### config.mk
export PLATFORM = sky130hd
export DESIGN_NAME = des_key_schedule_seq
export DESIGN_NICKNAME = d
export VERILOG_FILES = /design/src/rtl/des_key_schedule_seq.sv
export SDC_FILE = /design/constraint.sdc
export NUM_CORES = 1
export LEC_CHECK = 0
export CORE_UTILIZATION = 45
export CTS_BUF_LIST = sky130_fd_sc_hd__clkbuf_4 sky130_fd_sc_hd__clkbuf_8
export CTS_CLUSTER_SIZE = 12
export DETAILED_ROUTE_END_ITERATION = 7
export PLACE_DENSITY = 0.8
export SETUP_SLACK_MARGIN = 0.05
export SKIP_CTS_REPAIR_TIMING = 1
export SYNTH_ARGS = -nofsm -noshare
export SYNTH_HDL_FRONTEND = slang
export SYNTH_SLANG_ARGS = --single-unit
### constraint.sdc
create_clock -name clk -period 4.9 [get_ports clk]
set_clock_uncertainty 0.15 [all_clocks]
set_input_delay 0.735 -clock clk [delete_from_list [all_inputs] [get_ports clk]]
set_output_delay 0.735 -clock clk [all_outputs]
set_load 0.05 [all_outputs]
### src/rtl/des_key_schedule_seq.sv
// -----------------------------------------------------------------------------
// des_key_schedule_seq
//   Sequential DES/3DES key schedule. One PC-1 register pair (C, D) and one
//   rotator produce a single 48-bit PC-2 subkey per accepted handshake, in
//   encrypt (K1..Kn) or decrypt (Kn..K1) order. Also latches a byte-parity
//   check of the key at start.
//
// Parameters
//   NUM_ROUNDS   subkeys per schedule (1..16)
//   SHIFT_SCHED  bit i set: round i rotates by 2, otherwise by 1
//   PARITY_CHK   1: flag any key byte with even parity; 0: parity_err tied 0
//
// Ports
//   clk, rst_n     clock (rising edge), asynchronous active-low reset
//   start          load key/decrypt and begin (ignored while busy)
//   key[63:0]      DES key, key[63] = DES bit 1, parity bits at key[8k]
//   decrypt        0: ascending subkey order, 1: descending (sampled with start)
//   abort          synchronous cancel of a running schedule
//   busy           schedule in progress
//   subkey_valid   subkey/round_idx valid
//   subkey_ready   consumer accepts the presented subkey
//   subkey[47:0]   PC-2 output, subkey[47] = PC-2 bit 1
//   round_idx[3:0] 0-based round number of the presented subkey
//   done           one-cycle pulse after the last subkey is accepted
//   parity_err     latched at start: some key byte has even parity
// -----------------------------------------------------------------------------
module des_key_schedule_seq #(
  parameter int unsigned NUM_ROUNDS  = 16,
  parameter logic [15:0] SHIFT_SCHED = 16'h7EFC,
  parameter bit          PARITY_CHK  = 1'b1
) (
  input  logic        clk,
  input  logic        rst_n,
  input  logic        start,
  input  logic [63:0] key,
  input  logic        decrypt,
  input  logic        abort,
  output logic        busy,
  output logic        subkey_valid,
  input  logic        subkey_ready,
  output logic [47:0] subkey,
  output logic [3:0]  round_idx,
  output logic        done,
  output logic        parity_err
);

  typedef enum logic {ST_IDLE = 1'b0, ST_GEN = 1'b1} state_t;

  localparam logic [3:0] LAST_IDX  = 4'(NUM_ROUNDS - 1);
  localparam logic [4:0] FIRST_AMT = SHIFT_SCHED[0] ? 5'd2 : 5'd1;

  // DES bit numbers (1 = key MSB) selected by PC-1: C half then D half
  localparam logic [6:0] PC1_TAB [56] = '{
    7'd57, 7'd49, 7'd41, 7'd33, 7'd25, 7'd17, 7'd9,  7'd1,  7'd58, 7'd50,
    7'd42, 7'd34, 7'd26, 7'd18, 7'd10, 7'd2,  7'd59, 7'd51, 7'd43, 7'd35,
    7'd27, 7'd19, 7'd11, 7'd3,  7'd60, 7'd52, 7'd44, 7'd36, 7'd63, 7'd55,
    7'd47, 7'd39, 7'd31, 7'd23, 7'd15, 7'd7,  7'd62, 7'd54, 7'd46, 7'd38,
    7'd30, 7'd22, 7'd14, 7'd6,  7'd61, 7'd53, 7'd45, 7'd37, 7'd29, 7'd21,
    7'd13, 7'd5,  7'd28, 7'd20, 7'd12, 7'd4
  };

  // CD bit numbers (1 = C MSB) selected by PC-2
  localparam logic [5:0] PC2_TAB [48] = '{
    6'd14, 6'd17, 6'd11, 6'd24, 6'd1,  6'd5,  6'd3,  6'd28, 6'd15, 6'd6,
    6'd21, 6'd10, 6'd23, 6'd19, 6'd12, 6'd4,  6'd26, 6'd8,  6'd16, 6'd7,
    6'd27, 6'd20, 6'd13, 6'd2,  6'd41, 6'd52, 6'd31, 6'd37, 6'd47, 6'd55,
    6'd30, 6'd40, 6'd51, 6'd45, 6'd33, 6'd48, 6'd44, 6'd49, 6'd39, 6'd56,
    6'd34, 6'd53, 6'd46, 6'd42, 6'd50, 6'd36, 6'd29, 6'd32
  };

  // Total rotation of a full schedule, reduced modulo the half width.
  // Decrypt preloads C/D with this so the first subkey is the last round's.
  function automatic logic [4:0] total_mod();
    int unsigned t;
    t = 32'd0;
    for (int unsigned i = 0; i < NUM_ROUNDS; i++) begin
      t = t + (SHIFT_SCHED[i] ? 32'd2 : 32'd1);
    end
    return 5'(t % 32'd28);
  endfunction

  localparam logic [4:0] TOTAL_MOD = total_mod();

  function automatic logic [55:0] pc1(input logic [63:0] k);
    logic [55:0] r;
    logic [5:0]  idx;
    r = 56'd0;
    for (int i = 0; i < 56; i++) begin
      idx = 6'(7'd64 - PC1_TAB[i]);
      r   = {r[54:0], k[idx]};
    end
    return r;
  endfunction

  function automatic logic [47:0] pc2(input logic [55:0] cd);
    logic [47:0] r;
    logic [5:0]  idx;
    r = 48'd0;
    for (int i = 0; i < 48; i++) begin
      idx = 6'd56 - PC2_TAB[i];
      r   = {r[46:0], cd[idx]};
    end
    return r;
  endfunction

  // Left rotation of a 28-bit half by n (0..27); right rotation uses 28-n
  function automatic logic [27:0] rotl28(input logic [27:0] x, input logic [4:0] n);
    logic [55:0] t;
    t = {x, x} << n;
    return t[55:28];
  endfunction

  // Odd parity expected on every byte; an even-parity byte is an error
  function automatic logic key_parity_bad(input logic [63:0] k);
    logic bad;
    bad = 1'b0;
    for (int b = 0; b < 8; b++) begin
      bad = bad | ~(^k[8*b +: 8]);
    end
    return bad;
  endfunction

  state_t      r_state;
  logic        r_busy;
  logic        r_valid;
  logic        r_done;
  logic        r_parity_err;
  logic        r_decrypt;
  logic [27:0] r_c;
  logic [27:0] r_d;
  logic [47:0] r_subkey;
  logic [3:0]  r_round_idx;

  logic [55:0] w_pc1;
  logic [4:0]  w_load_amt;
  logic [4:0]  w_step_amt;
  logic [3:0]  w_idx_inc;
  logic [27:0] w_load_c;
  logic [27:0] w_load_d;
  logic [27:0] w_step_c;
  logic [27:0] w_step_d;
  logic [47:0] w_load_sk;
  logic [47:0] w_step_sk;
  logic        w_last;
  logic        w_handshake;

  // Next C/D and subkey for both the load and the per-handshake step
  always_comb begin
    w_pc1     = pc1(key);
    w_idx_inc = r_round_idx + 4'd1;
    if (decrypt) begin
      w_load_amt = TOTAL_MOD;
    end else begin
      w_load_amt = FIRST_AMT;
    end
    // decrypt undoes round r's shift; encrypt applies round r+1's shift
    if (r_decrypt) begin
      w_step_amt = 5'd28 - (SHIFT_SCHED[r_round_idx] ? 5'd2 : 5'd1);
      w_last     = (r_round_idx == 4'd0);
    end else begin
      w_step_amt = SHIFT_SCHED[w_idx_inc] ? 5'd2 : 5'd1;
      w_last     = (r_round_idx == LAST_IDX);
    end
    w_load_c    = rotl28(w_pc1[55:28], w_load_amt);
    w_load_d    = rotl28(w_pc1[27:0],  w_load_amt);
    w_step_c    = rotl28(r_c, w_step_amt);
    w_step_d    = rotl28(r_d, w_step_amt);
    w_load_sk   = pc2({w_load_c, w_load_d});
    w_step_sk   = pc2({w_step_c, w_step_d});
    w_handshake = r_valid & subkey_ready;
  end

  // Schedule FSM with registered outputs
  always_ff @(posedge clk or negedge rst_n) begin
    if (!rst_n) begin
      r_state      <= ST_IDLE;
      r_busy       <= 1'b0;
      r_valid      <= 1'b0;
      r_done       <= 1'b0;
      r_parity_err <= 1'b0;
      r_decrypt    <= 1'b0;
      r_c          <= 28'd0;
      r_d          <= 28'd0;
      r_subkey     <= 48'd0;
      r_round_idx  <= 4'd0;
    end else begin
      r_done <= 1'b0;
      case (r_state)
        ST_IDLE: begin
          if (start) begin
            r_state      <= ST_GEN;
            r_busy       <= 1'b1;
            r_valid      <= 1'b1;
            r_decrypt    <= decrypt;
            r_parity_err <= PARITY_CHK ? key_parity_bad(key) : 1'b0;
            r_c          <= w_load_c;
            r_d          <= w_load_d;
            r_subkey     <= w_load_sk;
            r_round_idx  <= decrypt ? LAST_IDX : 4'd0;
          end
        end
        ST_GEN: begin
          // abort wins over a handshake in the same cycle
          if (abort) begin
            r_state <= ST_IDLE;
            r_busy  <= 1'b0;
            r_valid <= 1'b0;
          end else if (w_handshake) begin
            if (w_last) begin
              r_state <= ST_IDLE;
              r_busy  <= 1'b0;
              r_valid <= 1'b0;
              r_done  <= 1'b1;
            end else begin
              r_c      <= w_step_c;
              r_d      <= w_step_d;
              r_subkey <= w_step_sk;
              if (r_decrypt) begin
                r_round_idx <= r_round_idx - 4'd1;
              end else begin
                r_round_idx <= r_round_idx + 4'd1;
              end
            end
          end
        end
        default: begin
          r_state <= ST_IDLE;
          r_busy  <= 1'b0;
          r_valid <= 1'b0;
        end
      endcase
    end
  end

  assign busy         = r_busy;
  assign subkey_valid = r_valid;
  assign subkey       = r_subkey;
  assign round_idx    = r_round_idx;
  assign done         = r_done;
  assign parity_err   = r_parity_err;

endmodule

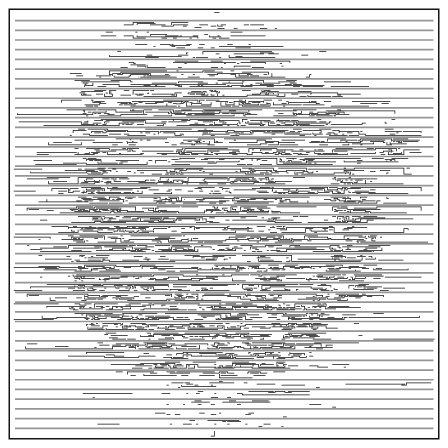
Fig. 1. Metal 1 (run 1).
Supply wires on this layer in gray.
share of all routed wire	40%
wire length on this layer	8100 um
nets with wire on the layer	729
Final Routed Wirelength: 20300 um
grt met1 use: 38.9%
routed vias: 5966

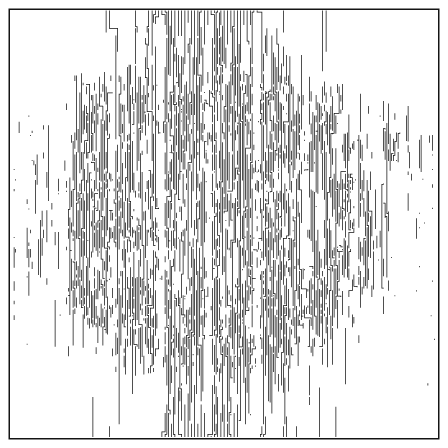
Fig. 2. M2 wires (run 1).
longest straight run	45.4 um
wire length on this layer	9390 um
main direction	vertical
Global Route met2 Usage: 45.5%

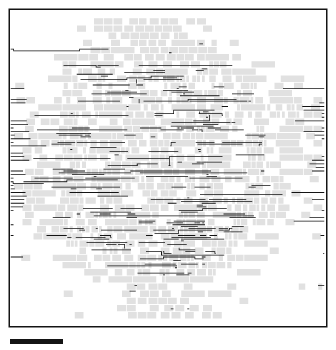
Fig. 3. Met3 routing (run 1).
The bar under the picture is 20 um long.
nets with wire on the layer	165
longest straight run	60.5 um
share of all routed wire	10%
wire length on this layer	2080 um
GR Layer Usage met3: 4.66%

==> Flow_metrics.wiki, run 1 <==
== Flow metrics ==
{| class="wikitable"
! Metric !! Value
|-
| Critical hold path startpoint || r_state$_DFF_PN0_
|-
| Top cell by count, worst path || sky130_fd_sc_hd__buf_4
|-
| Setup-failing EPs final || 0
|-
| Clock H-tree levels || 3
|-
| R2r endpoint || r_d[11]$_DFFE_PN0P_
|-
| Std-Cell Rows || 42
|-
| Max Used Layer || met4
|-
| Run status || finished clean
|-
| Antenna violations before repair || 0
|-
| Met1 Wirelength || between 8000 and 9000 um
|-
| Endpoint of the worst setup timing path || r_d[11]$_DFFE_PN0P_
|-
| Total overflow reported by the global router || 0
|-
| Minimum setup slack in the final design || about 1.5 ns
|-
| Combinational logic power || roughly 3300 uW
|-
| Clock tree cell share of total cell area || ~2.1%
|-
| Worst hold path stage count || 1
|-
| Worst Max-Slew Pin Slew || 1.22 ns
|-
| Worst hold path type || flop to flop
|-
| Fraction of synthesized area in multiplexers || 23.1%
|-
| CORE AREA || 13400 um2
|}
Fig. 4: run 1, the metal 4 layer
Supply wires on this layer in gray.
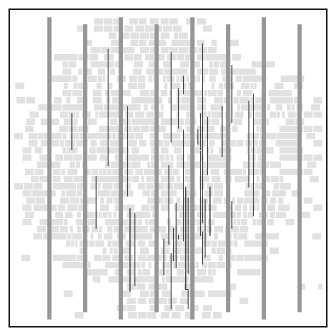

==> run 2: changes to the inputs <==
- clock period: 4.9 -> 3.37 ns (I/O delays scaled with it)
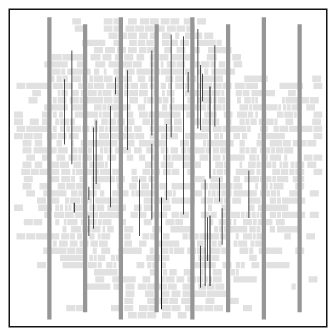
Fig. 5. The metal 4 layer (run 2).
Supply wires on this layer in gray.
main direction	vertical
longest straight run	67.3 um
nets with wire on the layer	28
wire length on this layer	761 um
share of all routed wire	3.7%
routed vias: 6013
Final Routed Wirelength: 20900 um

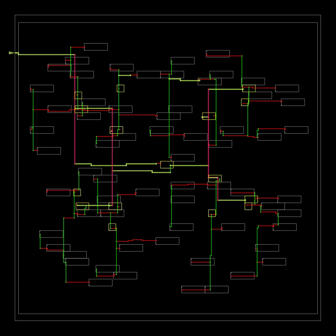
Fig. 6. The clock network (run 2).
FF+latch count: 65
number of clock buffers in the layout: 16
number of sinks handled by clock tree synthesis: 65

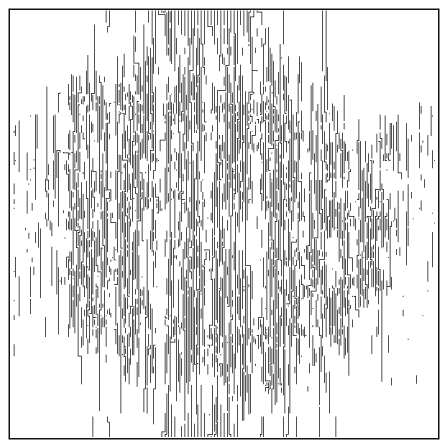
Fig. 7. M2 wires (run 2).
nets with wire on the layer	709
wire length on this layer	9840 um
share of all routed wire	47%
longest straight run	48.8 um
main direction	vertical
Global Route met2 Usage: 46.0%

==> run 2 against run 1 <==
Die size stayed put. Wire length is 2.6% higher. Via count is 0.79% higher. Non-clock buffer count is 6 higher. Sequential power is 47% higher. Register-to-register slack worse by 1.1 ns. Sequential cell count stayed put. Global-route usage is 0.54 points higher. Worst setup slack worse by 1.1 ns. Critical path depth is 1 lower. Synthesized area stayed put. Power is 47% higher. Critical endpoint is now r_d[22]$_DFFE_PN0P_.
==> Flow_metrics.wiki, run 2 <==
== Flow metrics ==
{| class="wikitable"
! Metric !! Value
|-
| Fraction of synthesized area in multiplexers || 23.1% (unchanged)
|-
| Share of synthesized cell area in full adder, half adder and majority cells || 0.800% (unchanged)
|-
| Worst hold path stage count || 2 (was 1)
|-
| Setup-failing EPs final || 0 (unchanged)
|-
| Leakage power figure || 0.00300 uW (was 0.00295 uW)
|-
| Clock tree cell share of total cell area || 2.37% (was 2.09%)
|-
| Met1 Wirelength || 8310 um (was 8100 um)
|-
| Critical hold path startpoint || parity_err$_DFFE_PN0P_ (was r_state$_DFF_PN0_)
|-
| Clock tree buffer depth || 2 (unchanged)
|-
| R2r endpoint || r_d[22]$_DFFE_PN0P_ (was r_d[11]$_DFFE_PN0P_)
|-
| Post-synth top area share || 26.0% (unchanged)
|-
| Endpoint of the worst setup timing path || r_d[22]$_DFFE_PN0P_ (was r_d[11]$_DFFE_PN0P_)
|-
| Std-Cell Rows || 42 (unchanged)
|-
| Minimum setup slack in the final design || 0.424 ns (was 1.54 ns)
|-
| Worst hold path type || flop to flop (unchanged)
|-
| Clock H-tree levels || 3 (unchanged)
|-
| Top library cells by usage in the layout, fill and taps aside || sky130_fd_sc_hd__clkdlybuf4s50_1, sky130_fd_sc_hd__mux2i_1, sky130_fd_sc_hd__dfrtp_1 (unchanged)
|-
| Number of signal-net inverters in the final layout || 5 (unchanged)
|-
| Most used routing layer || met2 (unchanged)
|-
| Post-Place Setup Slack || 0.485 ns (was 1.52 ns)
|-
| Sequential logic power || 1790 uW (was 1220 uW)
|-
| Critical path endpoint category || flop (unchanged)
|-
| Max Used Layer || met4 (unchanged)
|-
| Reg power frac || 24.6% (was 24.7%)
|-
| Run status || finished clean (unchanged)
|-
| Highest clock frequency the design can meet || 0.339 GHz (was 0.298 GHz)
|-
| Xor-xnor portion of the synthesized cell area || 8.12% (unchanged)
|-
| Fraction of final layout cells with drive strength greater than 1 || 11.3% (was 10.5%)
|-
| Nets@finish || 819 (was 813)
|-
| Via count of the first global-routing pass || 5879 (was 5823)
|-
| Worst reg2reg path startpoint || round_idx[1]$_DFFE_PN0P_ (was r_decrypt$_DFFE_PN0P_)
|-
| GR Layer Usage met3 || 6.04% (was 4.66%)
|-
| Total power after layout || 7280 uW (was 4940 uW)
|-
| Worst Max-Slew Pin Slew || 0.865 ns (was 1.22 ns)
|-
| CORE AREA || 13400 um2 (unchanged)
|-
| Reg-to-reg slack, setup || 0.42 ns (was 1.54 ns)
|-
| Combinational logic power || 4840 uW (was 3320 uW)
|-
| Grt met1 use || 39.1% (was 38.9%)
|-
| Placed Cells incl. Taps || 909 (was 904)
|-
| Synthesis-to-finish area growth || 19.2% (was 17.8%)
|-
| Number of nets in the synthesized netlist || 762 (unchanged)
|-
| Total overflow reported by the global router || 0 (unchanged)
|-
| Antenna violations before repair || 0 (unchanged)
|-
| EDFF count, synth || 0 (unchanged)
|-
| Most common flop cell mapped by yosys || sky130_fd_sc_hd__dfrtp_1 (unchanged)
|}
Power and IR drop assume default switching activity.
